==> images/layers.png <==
Scale: 3 px per um.
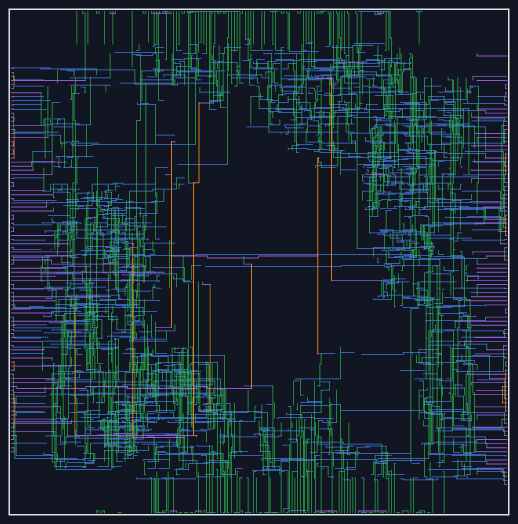
==> images/floorplan.png <==
Scale: 2 px per um. Pins as bars on the die edge.
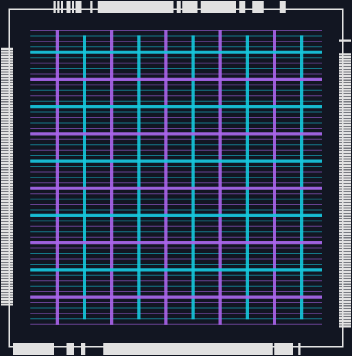
==> images/clock_wires.png <==
Scale: 1.5 px per um.
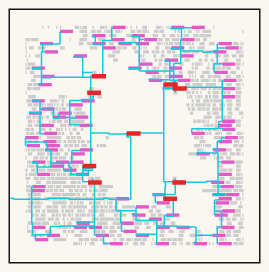
--- src/rtl/axi_master_pkg.sv ---
// Shared types and constants for the AXI4 burst master: FSM state enums,
// burst/response encodings and a response-severity helper.
package axi_master_pkg;

    typedef enum logic [1:0] {
        W_IDLE = 2'd0,
        W_ADDR = 2'd1,
        W_DATA = 2'd2,
        W_RESP = 2'd3
    } wr_state_e;

    typedef enum logic [1:0] {
        R_IDLE = 2'd0,
        R_ADDR = 2'd1,
        R_DATA = 2'd2
    } rd_state_e;

    localparam logic [1:0] BURST_INCR  = 2'b01;
    localparam logic [1:0] RESP_OKAY   = 2'b00;
    localparam logic [1:0] RESP_SLVERR = 2'b10;

    // AXI responses grow in severity with their encoding, so worst == max.
    function automatic logic [1:0] resp_max(input logic [1:0] a, input logic [1:0] b);
        return (a > b) ? a : b;
    endfunction

endpackage

--- src/rtl/axi_master_burst_check.sv ---
// Combinational legality check for a burst command: the start address must be
// aligned to the bus width and the burst must not run past a 4 KB boundary.
// Only the in-page offset matters, so only addr[11:0] is taken.
module axi_master_burst_check #(
    parameter int unsigned DATA_WIDTH = 32
) (
    input  logic [11:0] addr_offset,
    input  logic [7:0]  len,
    output logic        ok
);
    localparam int unsigned BYTES = DATA_WIDTH / 8;
    localparam int unsigned SIZE  = $clog2(BYTES);

    logic [13:0] span;
    logic [13:0] end_offset;
    logic        aligned;

    // Burst byte span and the offset one past its last byte; landing exactly on 4096 is legal.
    always_comb begin
        span       = ({6'd0, len} + 14'd1) << SIZE;
        end_offset = {2'b00, addr_offset} + span;
        aligned    = (addr_offset[SIZE-1:0] == '0);
        ok         = aligned && (end_offset <= 14'd4096);
    end

endmodule

--- src/rtl/axi_burst_master.sv ---
// AXI4 burst master with independent write and read engines. Each engine
// accepts a start command when idle and legal, issues one INCR burst, and
// reports a registered done pulse (the cycle after the B handshake / the rlast
// beat) together with the burst response.
module axi_burst_master
    import axi_master_pkg::*;
#(
    parameter int unsigned AXI_ID_WIDTH   = 1,
    parameter int unsigned AXI_DATA_WIDTH = 32,
    parameter int unsigned AXI_ADDR_WIDTH = 32,
    parameter int unsigned AXI_USER_WIDTH = 10
) (
    input  logic                        clk,
    input  logic                        rst_n,
    // AW channel
    output logic [AXI_ID_WIDTH-1:0]     awid,
    output logic [AXI_ADDR_WIDTH-1:0]   awaddr,
    output logic [7:0]                  awlen,
    output logic [2:0]                  awsize,
    output logic [1:0]                  awburst,
    output logic                        awlock,
    output logic [3:0]                  awcache,
    output logic [2:0]                  awprot,
    output logic [3:0]                  awqos,
    output logic [3:0]                  awregion,
    output logic [AXI_USER_WIDTH-1:0]   awuser,
    output logic                        awvalid,
    input  logic                        awready,
    // W channel
    output logic [AXI_DATA_WIDTH-1:0]   wdata,
    output logic [AXI_DATA_WIDTH/8-1:0] wstrb,
    output logic                        wlast,
    output logic [AXI_USER_WIDTH-1:0]   wuser,
    output logic                        wvalid,
    output logic [AXI_ID_WIDTH-1:0]     wid,
    input  logic                        wready,
    // B channel
    input  logic [AXI_ID_WIDTH-1:0]     bid,
    input  logic [1:0]                  bresp,
    input  logic [AXI_USER_WIDTH-1:0]   buser,
    input  logic                        bvalid,
    output logic                        bready,
    // AR channel
    output logic [AXI_ID_WIDTH-1:0]     arid,
    output logic [AXI_ADDR_WIDTH-1:0]   araddr,
    output logic [7:0]                  arlen,
    output logic [2:0]                  arsize,
    output logic [1:0]                  arburst,
    output logic                        arlock,
    output logic [3:0]                  arcache,
    output logic [2:0]                  arprot,
    output logic [3:0]                  arqos,
    output logic [3:0]                  arregion,
    output logic [AXI_USER_WIDTH-1:0]   aruser,
    output logic                        arvalid,
    input  logic                        arready,
    // R channel
    input  logic [AXI_ID_WIDTH-1:0]     rid,
    input  logic [AXI_DATA_WIDTH-1:0]   rdata,
    input  logic [1:0]                  rresp,
    input  logic                        rlast,
    input  logic [AXI_USER_WIDTH-1:0]   ruser,
    input  logic                        rvalid,
    output logic                        rready,
    // Write command / data source / status
    input  logic                        wr_start,
    input  logic [AXI_ADDR_WIDTH-1:0]   wr_addr,
    input  logic [7:0]                  wr_len,
    input  logic [AXI_DATA_WIDTH-1:0]   wr_data,
    output logic                        wr_data_pop,
    output logic                        wr_busy,
    output logic                        wr_done,
    output logic [1:0]                  wr_resp,
    // Read command / data sink / status
    input  logic                        rd_start,
    input  logic [AXI_ADDR_WIDTH-1:0]   rd_addr,
    input  logic [7:0]                  rd_len,
    output logic [AXI_DATA_WIDTH-1:0]   rd_data,
    output logic                        rd_data_valid,
    output logic                        rd_busy,
    output logic                        rd_done,
    output logic [1:0]                  rd_resp,
    // Command rejection
    output logic                        cmd_err
);
    localparam logic [2:0] AXI_SIZE = 3'($clog2(AXI_DATA_WIDTH / 8));

    wr_state_e                 wr_state_q, wr_state_d;
    logic [AXI_ADDR_WIDTH-1:0] wr_addr_q;
    logic [7:0]                wr_len_q;
    logic [7:0]                wr_cnt_q;
    logic [1:0]                wr_resp_q;
    logic                      wr_done_q;

    rd_state_e                 rd_state_q, rd_state_d;
    logic [AXI_ADDR_WIDTH-1:0] rd_addr_q;
    logic [7:0]                rd_len_q;
    logic [7:0]                rd_cnt_q;
    logic [1:0]                rd_resp_q;
    logic                      rd_done_q;

    logic                      cmd_err_q;
    logic                      wr_ok, rd_ok;
    logic                      wr_accept, wr_reject, rd_accept, rd_reject;
    logic                      aw_hs, w_hs, b_hs, ar_hs, r_hs;

    // IDs and user sidebands are fixed at zero, so the returned ones carry no information.
    logic unused_inputs;
    assign unused_inputs = ^{bid, buser, rid, ruser};

    axi_master_burst_check #(
        .DATA_WIDTH (AXI_DATA_WIDTH)
    ) u_wr_check (
        .addr_offset (wr_addr[11:0]),
        .len         (wr_len),
        .ok          (wr_ok)
    );

    axi_master_burst_check #(
        .DATA_WIDTH (AXI_DATA_WIDTH)
    ) u_rd_check (
        .addr_offset (rd_addr[11:0]),
        .len         (rd_len),
        .ok          (rd_ok)
    );

    // Starts are only considered while idle; a busy engine ignores them silently.
    assign wr_accept = wr_start && (wr_state_q == W_IDLE) && wr_ok;
    assign wr_reject = wr_start && (wr_state_q == W_IDLE) && !wr_ok;
    assign rd_accept = rd_start && (rd_state_q == R_IDLE) && rd_ok;
    assign rd_reject = rd_start && (rd_state_q == R_IDLE) && !rd_ok;

    assign aw_hs = awvalid && awready;
    assign w_hs  = wvalid && wready;
    assign b_hs  = bvalid && bready;
    assign ar_hs = arvalid && arready;
    assign r_hs  = rvalid && rready;

    // Fixed AXI attributes.
    assign awid     = '0;
    assign awsize   = AXI_SIZE;
    assign awburst  = BURST_INCR;
    assign awlock   = 1'b0;
    assign awcache  = 4'd0;
    assign awprot   = 3'd0;
    assign awqos    = 4'd0;
    assign awregion = 4'd0;
    assign awuser   = '0;
    assign wstrb    = '1;
    assign wuser    = '0;
    assign wid      = '0;
    assign arid     = '0;
    assign arsize   = AXI_SIZE;
    assign arburst  = BURST_INCR;
    assign arlock   = 1'b0;
    assign arcache  = 4'd0;
    assign arprot   = 3'd0;
    assign arqos    = 4'd0;
    assign arregion = 4'd0;
    assign aruser   = '0;

    // Write channel outputs decoded from state.
    assign awaddr      = wr_addr_q;
    assign awlen       = wr_len_q;
    assign awvalid     = (wr_state_q == W_ADDR);
    assign wvalid      = (wr_state_q == W_DATA);
    assign wdata       = wr_data;
    assign wlast       = wvalid && (wr_cnt_q == wr_len_q);
    assign wr_data_pop = w_hs;
    assign bready      = (wr_state_q == W_RESP);
    assign wr_busy     = (wr_state_q != W_IDLE);
    assign wr_done     = wr_done_q;
    assign wr_resp     = wr_resp_q;

    // Read channel outputs decoded from state.
    assign araddr        = rd_addr_q;
    assign arlen         = rd_len_q;
    assign arvalid       = (rd_state_q == R_ADDR);
    assign rready        = (rd_state_q == R_DATA);
    assign rd_data       = rdata;
    assign rd_data_valid = r_hs;
    assign rd_busy       = (rd_state_q != R_IDLE);
    assign rd_done       = rd_done_q;
    assign rd_resp       = rd_resp_q;
    assign cmd_err       = cmd_err_q;

    // Write engine next-state.
    always_comb begin
        wr_state_d = wr_state_q;
        unique case (wr_state_q)
            W_IDLE:  if (wr_accept)    wr_state_d = W_ADDR;
            W_ADDR:  if (aw_hs)        wr_state_d = W_DATA;
            W_DATA:  if (w_hs && wlast) wr_state_d = W_RESP;
            W_RESP:  if (b_hs)         wr_state_d = W_IDLE;
            default:                   wr_state_d = W_IDLE;
        endcase
    end

    // Read engine next-state; any rlast ends the burst, early or not.
    always_comb begin
        rd_state_d = rd_state_q;
        unique case (rd_state_q)
            R_IDLE:  if (rd_accept)     rd_state_d = R_ADDR;
            R_ADDR:  if (ar_hs)         rd_state_d = R_DATA;
            R_DATA:  if (r_hs && rlast) rd_state_d = R_IDLE;
            default:                    rd_state_d = R_IDLE;
        endcase
    end

    // Write engine state, command capture, beat counter and completion status.
    always_ff @(posedge clk or negedge rst_n) begin
        if (!rst_n) begin
            wr_state_q <= W_IDLE;
            wr_addr_q  <= '0;
            wr_len_q   <= 8'd0;
            wr_cnt_q   <= 8'd0;
            wr_resp_q  <= RESP_OKAY;
            wr_done_q  <= 1'b0;
        end else begin
            wr_state_q <= wr_state_d;
            wr_done_q  <= b_hs;
            if (wr_accept) begin
                wr_addr_q <= wr_addr;
                wr_len_q  <= wr_len;
                wr_cnt_q  <= 8'd0;
            end else if (w_hs) begin
                wr_cnt_q <= wr_cnt_q + 8'd1;
            end
            if (b_hs) begin
                wr_resp_q <= bresp;
            end
        end
    end

    // Read engine state, command capture, beat counter and worst-response tracking.
    always_ff @(posedge clk or negedge rst_n) begin
        if (!rst_n) begin
            rd_state_q <= R_IDLE;
            rd_addr_q  <= '0;
            rd_len_q   <= 8'd0;
            rd_cnt_q   <= 8'd0;
            rd_resp_q  <= RESP_OKAY;
            rd_done_q  <= 1'b0;
        end else begin
            rd_state_q <= rd_state_d;
            rd_done_q  <= r_hs && rlast;
            if (rd_accept) begin
                rd_addr_q <= rd_addr;
                rd_len_q  <= rd_len;
                rd_cnt_q  <= 8'd0;
                rd_resp_q <= RESP_OKAY;
            end else if (r_hs) begin
                rd_cnt_q <= rd_cnt_q + 8'd1;
                if (rlast && (rd_cnt_q != rd_len_q)) begin
                    rd_resp_q <= RESP_SLVERR;
                end else begin
                    rd_resp_q <= resp_max(rd_resp_q, rresp);
                end
            end
        end
    end

    // One-cycle pulse for any rejected command on either engine.
    always_ff @(posedge clk or negedge rst_n) begin
        if (!rst_n) begin
            cmd_err_q <= 1'b0;
        end else begin
            cmd_err_q <= wr_reject || rd_reject;
        end
    end

endmodule

--- config.mk ---
export PLATFORM = sky130hd
export DESIGN_NAME = axi_burst_master
export DESIGN_NICKNAME = d
export VERILOG_FILES = /design/src/rtl/axi_master_pkg.sv /design/src/rtl/axi_master_burst_check.sv /design/src/rtl/axi_burst_master.sv
export SDC_FILE = /design/constraint.sdc
export NUM_CORES = 1
export LEC_CHECK = 0
export ABC_AREA = 0
export CAP_MARGIN = 20
export CORE_AREA = 10 10 156 158
export DETAILED_ROUTE_END_ITERATION = 16
export DIE_AREA = 0 0 166 168
export PLACE_DENSITY = 0.71
export SYNTH_ARGS = -nofsm -noshare
export SYNTH_HDL_FRONTEND = slang
export SYNTH_SLANG_ARGS = --single-unit
--- constraint.sdc ---
create_clock -name clk -period 2.8 [get_ports clk]
set_input_delay 0.56 -clock clk [delete_from_list [all_inputs] [get_ports clk]]
set_output_delay 0.56 -clock clk [all_outputs]
set_load 0.01 [all_outputs]
==> results.py <==
# Metrics from the implementation run
metrics = {
    "run_status": {
        "status": "finished, violations left",
        "violations": "setup timing",
    },
    "timing": {
        "slew_violations": 0,
        "setup_viol": 99,
        "post-route-period-util_pct": 115,
        "setup_ws_ps": -424,
        "finalHoldViolations": 0,
        "tns_ps": -33370,
        "finClkSkew_ps": 13.3,
        "holdWs_ps": 99.3,
    },
    "global_routing": {
        "grt_pass1_wl_mm": 30.8,
        "grt.met3_usage_pct": 5.17,
    },
    "synth": {
        "postSynthSeqShare_pct": 39.7,
        "top_area_share_pct": 39.7,
        "synthAoiAreaFrac_pct": 6.42,
        "top_cells_by_count": "buf_4, dfrtp_1, mux2_2",
        "syn_avg_cell_area_sq_um": 10.7,
        "yosysMostFrequentCell": "buf_4",
        "ys_warn_count": 0,
        "ys_top_logic_family": "buffers and inverters",
        "ys_sh_simple_pct": 9.21,
        "adder_share_pct": 5.98,
        "synthFlopType": "dfrtp_1",
    },
    "clock_network": {
        "cts_sinks": 107,
        "cts_max_path_buffers": 2,
        "cts_setup_buffers": 9,
        "cts_tree": "done",
        "ctsHoldBuffers": 0,
        "clk_latency_ps": 360,
    },
    "finish": {
        "final-nonclk-buf-share_pct": 28.3,
        "fin_util_pct": 46.6,
        "syn_to_final_growth_pct": 47.9,
        "fill_cells": 1925,
        "finalInstanceArea_sq_um": 9970,
        "final_common_cell": "clkdlybuf4s50_1",
        "comb_area_sq_um": 3740,
        "n_antenna_cell": 0,
    },
    "power_and_ir_drop": {
        "switching_share_pct": 33.2,
        "powerSeq_w": 0.00268,
        "power.leakage_nw": 4.52,
        "powerComb_w": 0.00396,
        "clockPowerShare_pct": 16.4,
        "powerDensity_nw_per_um2": 797,
    },
    "critical_path": {
        "arrival_ps": 3450,
        "endpoint": "awaddr[16]",
        "crit_cells": 14,
        "crit_path_max_incr_delay_ps": 560,
        "worstPathCellList": "buf_8 > and3_4 > nand3_4 > or2_4 > xnor2_2 > ha_1 > o21a_1 > o2111a_1 > o211a_1 > nand4_1 > o31a_1 > or4_4 > buf_12 > mux2_4",
    },
    "placement": {
        "dp.cells": 1089,
        "place_congestion": 0.815,
    },
    "route": {
        "drc": 0,
        "met3_length_mm": 1.60,
        "viasPerCell": 4.45,
    },
    "floorplanning": {
        "io_pins": 420,
        "die_h_um": 168,
        "chipWidth_um": 166,
        "floorplan.core_util_pct": 31.5,
    },
    "job": {
        "warnings": 55,
    },
}
## Picture notes: layers.png
color	layer	wire length
purple	M3	1,600 um
blue	M1	7,750 um
orange	M4	555 um
green	M2	9,630 um
mean routed wirelength per cell: 17.4 um
drt total wl: 19.5 mm
Tot GR Track Use: 13.5%
total number of vias: 5,003

## Picture notes: floorplan.png
color	net
cyan	VDD
purple	VSS
rows	54
signal pins	420

## Picture notes: clock_wires.png
[cyan] clock wires | length: 1,640 um
[magenta] flip-flops | count: 107
[red] clock-net drivers | count: 9
routed clock nets	10

